===== config.mk =====
export PLATFORM = sky130hd
export DESIGN_NAME = divider_fx
export DESIGN_NICKNAME = d
export VERILOG_FILES = /design/src/rtl/divider_pkg.sv /design/src/rtl/divider_sgn_mag.sv /design/src/rtl/divider_fx.sv
export SDC_FILE = /design/constraint.sdc
export NUM_CORES = 1
export LEC_CHECK = 0
export CAP_MARGIN = 5
export CORE_MARGIN = 8
export CORE_UTILIZATION = 52
export DETAILED_ROUTE_END_ITERATION = 10
export PLACE_DENSITY = 0.88
export SKIP_CTS_REPAIR_TIMING = 1
export SLEW_MARGIN = 10
export SYNTH_ARGS = -nofsm -noshare
export SYNTH_HDL_FRONTEND = slang
export SYNTH_SLANG_ARGS = --single-unit
export TNS_END_PERCENT = 10

===== constraint.sdc =====
create_clock -name I_CLK -period 3.9 [get_ports I_CLK]
set_input_delay 0.78 -clock I_CLK [delete_from_list [all_inputs] [get_ports I_CLK]]
set_output_delay 0.78 -clock I_CLK [all_outputs]
set_load 0.01 [all_outputs]

===== src/rtl/divider_pkg.sv =====
// Shared state encodings and sizing helpers for the fixed-point divider.
package divider_pkg;

    typedef enum logic [2:0] {
        S_IDLE = 3'b001,
        S_CALC = 3'b010,
        S_DONE = 3'b100
    } state_t;

    // One quotient bit per cycle: integer bits plus appended fractional bits.
    function automatic int div_iter(input int d_w, input int frac_w);
        return d_w + frac_w;
    endfunction

    function automatic int cnt_width(input int iter);
        return $clog2(iter + 1);
    endfunction

endpackage


===== src/rtl/divider_sgn_mag.sv =====
// Conditional two's-complement negation: yields |val| when neg is the sign bit,
// and restores a signed value from a magnitude when neg is the result sign.
module divider_sgn_mag #(
    parameter int D_W = 16
) (
    input  logic [D_W-1:0] val,
    input  logic           neg,
    output logic [D_W-1:0] result
);

    assign result = neg ? (~val + D_W'(1)) : val;

endmodule


===== src/rtl/divider_fx.sv =====
// Signed fixed-point restoring divider, Q = (A << FRAC_W) / B, one quotient bit per cycle.
// Define DIVIDER_FX_SAT_EN to clamp the quotient on overflow instead of wrapping.
module divider_fx
    import divider_pkg::*;
#(
    parameter int D_W    = 16,
    parameter int FRAC_W = 8
) (
    input  logic           I_CLK,
    input  logic           I_RST,
    input  logic           I_VLD,
    output logic           O_RDY,
    input  logic [D_W-1:0] I_DIVIDEND,
    input  logic [D_W-1:0] I_DIVISOR,
    output logic           O_VLD,
    input  logic           I_RDY,
    output logic [D_W-1:0] O_QUOTIENT,
    output logic [D_W-1:0] O_REMAINDER,
    output logic           O_DZ,
    output logic           O_OVF
);

    localparam int ITER  = div_iter(D_W, FRAC_W);
    localparam int CNT_W = cnt_width(ITER);

    localparam logic [ITER-1:0] NEG_LIM = ITER'(1) << (D_W - 1);
    localparam logic [ITER-1:0] POS_LIM = NEG_LIM - ITER'(1);
    localparam logic [D_W-1:0]  Q_MAX   = {1'b0, {(D_W-1){1'b1}}};
    localparam logic [D_W-1:0]  Q_MIN   = {1'b1, {(D_W-1){1'b0}}};
    localparam logic [D_W-1:0]  DZ_NEG  = Q_MIN | D_W'(1);

    state_t           state;
    logic [CNT_W-1:0] cnt;
    logic [ITER-1:0]  num;
    logic [ITER-1:0]  qmag;
    logic [D_W-1:0]   prem;
    logic [D_W-1:0]   b_mag;
    logic             sign_a;
    logic             sign_b;

    logic [D_W-1:0]   a_mag_in;
    logic [D_W-1:0]   b_mag_in;
    logic [D_W:0]     p_trial;
    logic [D_W:0]     p_diff;
    logic             p_ge;
    logic [D_W-1:0]   p_next;
    logic [ITER-1:0]  q_next;
    logic             res_neg;
    logic             ovf;
    logic [D_W-1:0]   q_wrap;
    logic [D_W-1:0]   q_final;
    logic [D_W-1:0]   r_final;

    divider_sgn_mag #(.D_W(D_W)) u_abs_a (
        .val    (I_DIVIDEND),
        .neg    (I_DIVIDEND[D_W-1]),
        .result (a_mag_in)
    );

    divider_sgn_mag #(.D_W(D_W)) u_abs_b (
        .val    (I_DIVISOR),
        .neg    (I_DIVISOR[D_W-1]),
        .result (b_mag_in)
    );

    // The trial value is one bit wider than the remainder; its borrow decides the quotient bit.
    assign p_trial = {prem, num[ITER-1]};
    assign p_diff  = p_trial - {1'b0, b_mag};
    assign p_ge    = ~p_diff[D_W];
    assign p_next  = p_ge ? p_diff[D_W-1:0] : p_trial[D_W-1:0];
    assign q_next  = (qmag << 1) | ITER'(p_ge);

    assign res_neg = sign_a ^ sign_b;
    assign ovf     = res_neg ? (q_next > NEG_LIM) : (q_next > POS_LIM);

    divider_sgn_mag #(.D_W(D_W)) u_neg_q (
        .val    (q_next[D_W-1:0]),
        .neg    (res_neg),
        .result (q_wrap)
    );

    divider_sgn_mag #(.D_W(D_W)) u_neg_r (
        .val    (p_next),
        .neg    (sign_a),
        .result (r_final)
    );

`ifdef DIVIDER_FX_SAT_EN
    assign q_final = ovf ? (res_neg ? Q_MIN : Q_MAX) : q_wrap;
`else
    assign q_final = q_wrap;
`endif

    always_ff @(posedge I_CLK) begin
        if (I_RST) begin
            state       <= S_IDLE;
            O_RDY       <= 1'b1;
            O_VLD       <= 1'b0;
            O_QUOTIENT  <= '0;
            O_REMAINDER <= '0;
            O_DZ        <= 1'b0;
            O_OVF       <= 1'b0;
            cnt         <= '0;
            num         <= '0;
            qmag        <= '0;
            prem        <= '0;
            b_mag       <= '0;
            sign_a      <= 1'b0;
            sign_b      <= 1'b0;
        end else begin
            case (state)
                S_IDLE: begin
                    if (I_VLD && O_RDY) begin
                        sign_a <= I_DIVIDEND[D_W-1];
                        sign_b <= I_DIVISOR[D_W-1];
                        b_mag  <= b_mag_in;
                        num    <= ITER'(a_mag_in) << FRAC_W;
                        qmag   <= '0;
                        prem   <= '0;
                        cnt    <= CNT_W'(ITER - 1);
                        O_RDY  <= 1'b0;
                        if (I_DIVISOR == '0) begin
                            state       <= S_DONE;
                            O_VLD       <= 1'b1;
                            O_DZ        <= 1'b1;
                            O_OVF       <= 1'b0;
                            O_REMAINDER <= '0;
                            O_QUOTIENT  <= I_DIVIDEND[D_W-1] ? DZ_NEG : Q_MAX;
                        end else begin
                            state <= S_CALC;
                        end
                    end
                end
                S_CALC: begin
                    num  <= num << 1;
                    qmag <= q_next;
                    prem <= p_next;
                    cnt  <= cnt - 1'b1;
                    if (cnt == '0) begin
                        state       <= S_DONE;
                        O_VLD       <= 1'b1;
                        O_QUOTIENT  <= q_final;
                        O_REMAINDER <= r_final;
                        O_DZ        <= 1'b0;
                        O_OVF       <= ovf;
                    end
                end
                S_DONE: begin
                    if (I_RDY) begin
                        state <= S_IDLE;
                        O_VLD <= 1'b0;
                        O_RDY <= 1'b1;
                    end
                end
                default: begin
                    state <= S_IDLE;
                    O_VLD <= 1'b0;
                    O_RDY <= 1'b1;
                end
            endcase
        end
    end

endmodule


util_map.png
The bar under the picture is 50 um long. The die is cut into 13 by 13 equal tiles; white is low, dark blue is high, 0 to 100% covered.
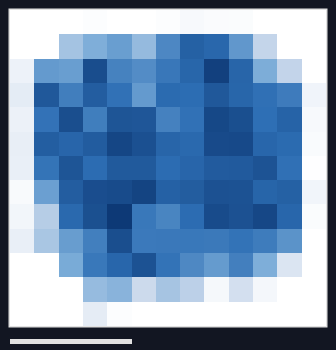
mean over tiles	48%
nearly empty tiles	22%
densest ninth of the die	centre
fullest tile	96%

ff_map.png
The bar under the picture is 50 um long.
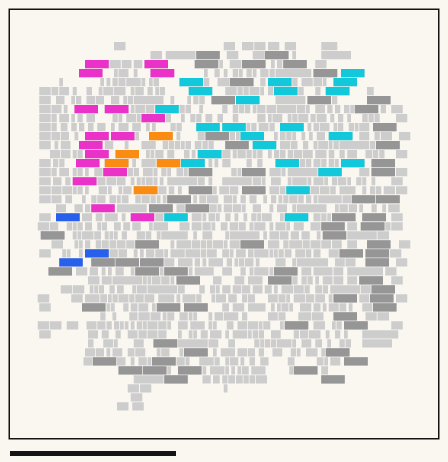
signal	colour	flops
state	blue	3
qmag	cyan	23
cnt	orange	5
num	magenta	16
not coloured	70

placed.png
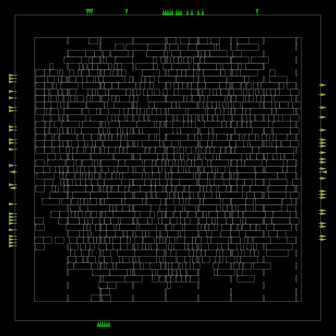
row cnt: 41
core area: 0.0126 mm^2

port_trees.png
The bar under the picture is 50 um long.
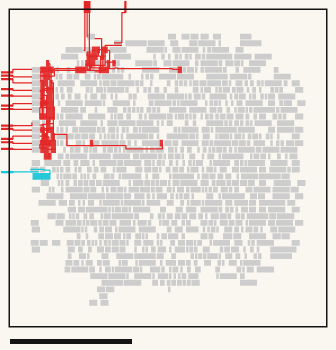
port	colour	direction	edge	end cells	buffers	wire
O_VLD	cyan	output	west	1	1	21.6 um
I_DIVIDEND	red	input	12 west, 4 north	41	16	598 um

floorplan.png
The bar under the picture is 50 um long. Pins as bars on the die edge. Tap cells in grey.
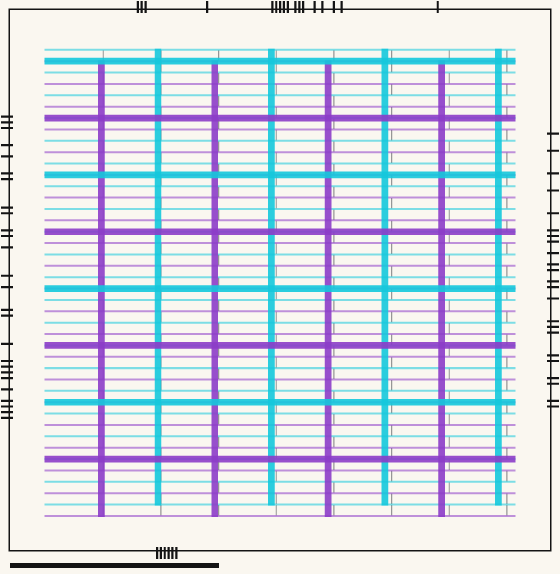
net	colour
VSS	purple
VDD	cyan
met5 straps	8
tap cells	172
met1 rails	42
met4 straps	8
signal pins	72

==> flow_summary.toml <==
# synthesis and place-and-route metrics
[final_timing]
tightest_slew_ns = 0.881
finalCritPeriodShare = 0.969
finalHoldViolCount = 0
max_freq_ghz = 0.265
slew_headroom = 0.413
setup_viol = 0
layout_setup_ws_ns = 0.119
min_period_ns = 3.78

[floorplanning]
io_pins = 72
die_width_um = 129
dieHeight_um = 129
tap-cell-count = 172
fp_util = 0.530

[job]
cap_viol_max_count = 0
warning_count = 28

[yosys]
ys_ff = 117
ys_sh_mux = 0.0212
syn_nets = 913
ys_chip_area_mm2 = 0.00667
yosysUniqueCellTypes = 59
top_cells_by_count = "dfxtp_1 (117), nor2_1 (99), nand2_1 (96)"
synth_warnings = 0
adder_share = 0.0443
synthFlopType = "dfxtp_1"
netlist.area_leader.share = 0.351
aoi_share = 0.238
synth_area_mm2 = 0.00667

[power_and_ir_drop]
comb_power_share = 0.483
p_sw_mw = 2.50
comb-power_mw = 2.96
p_leak_nw = 3.01
irDropWorstVdd_uv = 392
pg_seq_mw = 1.56
power_leader = "combinational logic"
pg_clk_mw = 1.60

[critical_path]
setup.worst_path.class = "flip-flop to flip-flop"
critPathCapture = "O_REMAINDER[14]"
path_buffers = 3
rrSetupSlack_ns = 0.12
setup.worst_path.start_class = "flip-flop"
max_stage_delay_ns = 0.39
critPathTopFamily = "AND-OR/OR-AND gates"
cp_cell_sequence = "inv_1 -> ha_1 -> fa_2 -> nand2b_4 -> a211o_1 -> a21oi_1 -> a2111o_1 -> xor2_2 -> inv_2 -> nand2_1 -> o21ai_0 -> inv_1 -> ha_4 -> nand4b_1 -> or3_4 -> a2bb2oi_4 -> nand2_2 -> mux2i_1 -> a31oi_1"
worst_r2r_startpoint = "num[23]"
arrival_ns = 4.04
slowest_stage = "or3_4"
crit_fanout = 5

[finish]
final_cells = 1099
final_area_mm2 = 0.00822
largest_reg_flops = 23
comb_area_frac = 0.495
regMostFlops = "qmag"
mostFrequentLayoutCells = "dfxtp_1 (117), nor2_1 (97), nand2_1 (95)"
drive_gt1_frac = 0.0820
areaGrowthSynthToFinish_pct = 23.4
comb.multi_input.count = 655
largest_class = "logic gates"
flop_area_mm2 = 0.00234
layout_top_cell = "dfxtp_1"
nonClkBufAreaFrac = 0.104
seq_share = 0.285

[global_route]
overflow = 0
grt_pass1_vias = 5963
grt_usage = 0.212
antenna_found_initial = 0
busiest_layer = "met2"
use_met3 = 0.0431
grt_start_max_net_pins = 62

[detailed_routing]
drt-met1-wl_mm = 7.97
dr.pass1.iters = 6
viasPerCell = 5.88
drt_iter0_drc = 615
drt-total-wl_mm = 17.3
drc = 0
antenna_left = 0
drt-wirelength-per-cell_um = 15.8

[clocking]
clockRootBuffer = "clkbuf_16"
max-clock-path-buffers = 2
insertion_delay_ns = 0.42
h-tree-depth = 4

[hold_path]
hold_path_class = "flip-flop to flip-flop"
min_from = "num[11]"
holdPathEnd = "num[12]"
hold_depth = 2

[outcome]
status = "finished, final reports clean"

[placement]
dpl_cell_area_mm2 = 0.00757
gp_congestion = 0.918
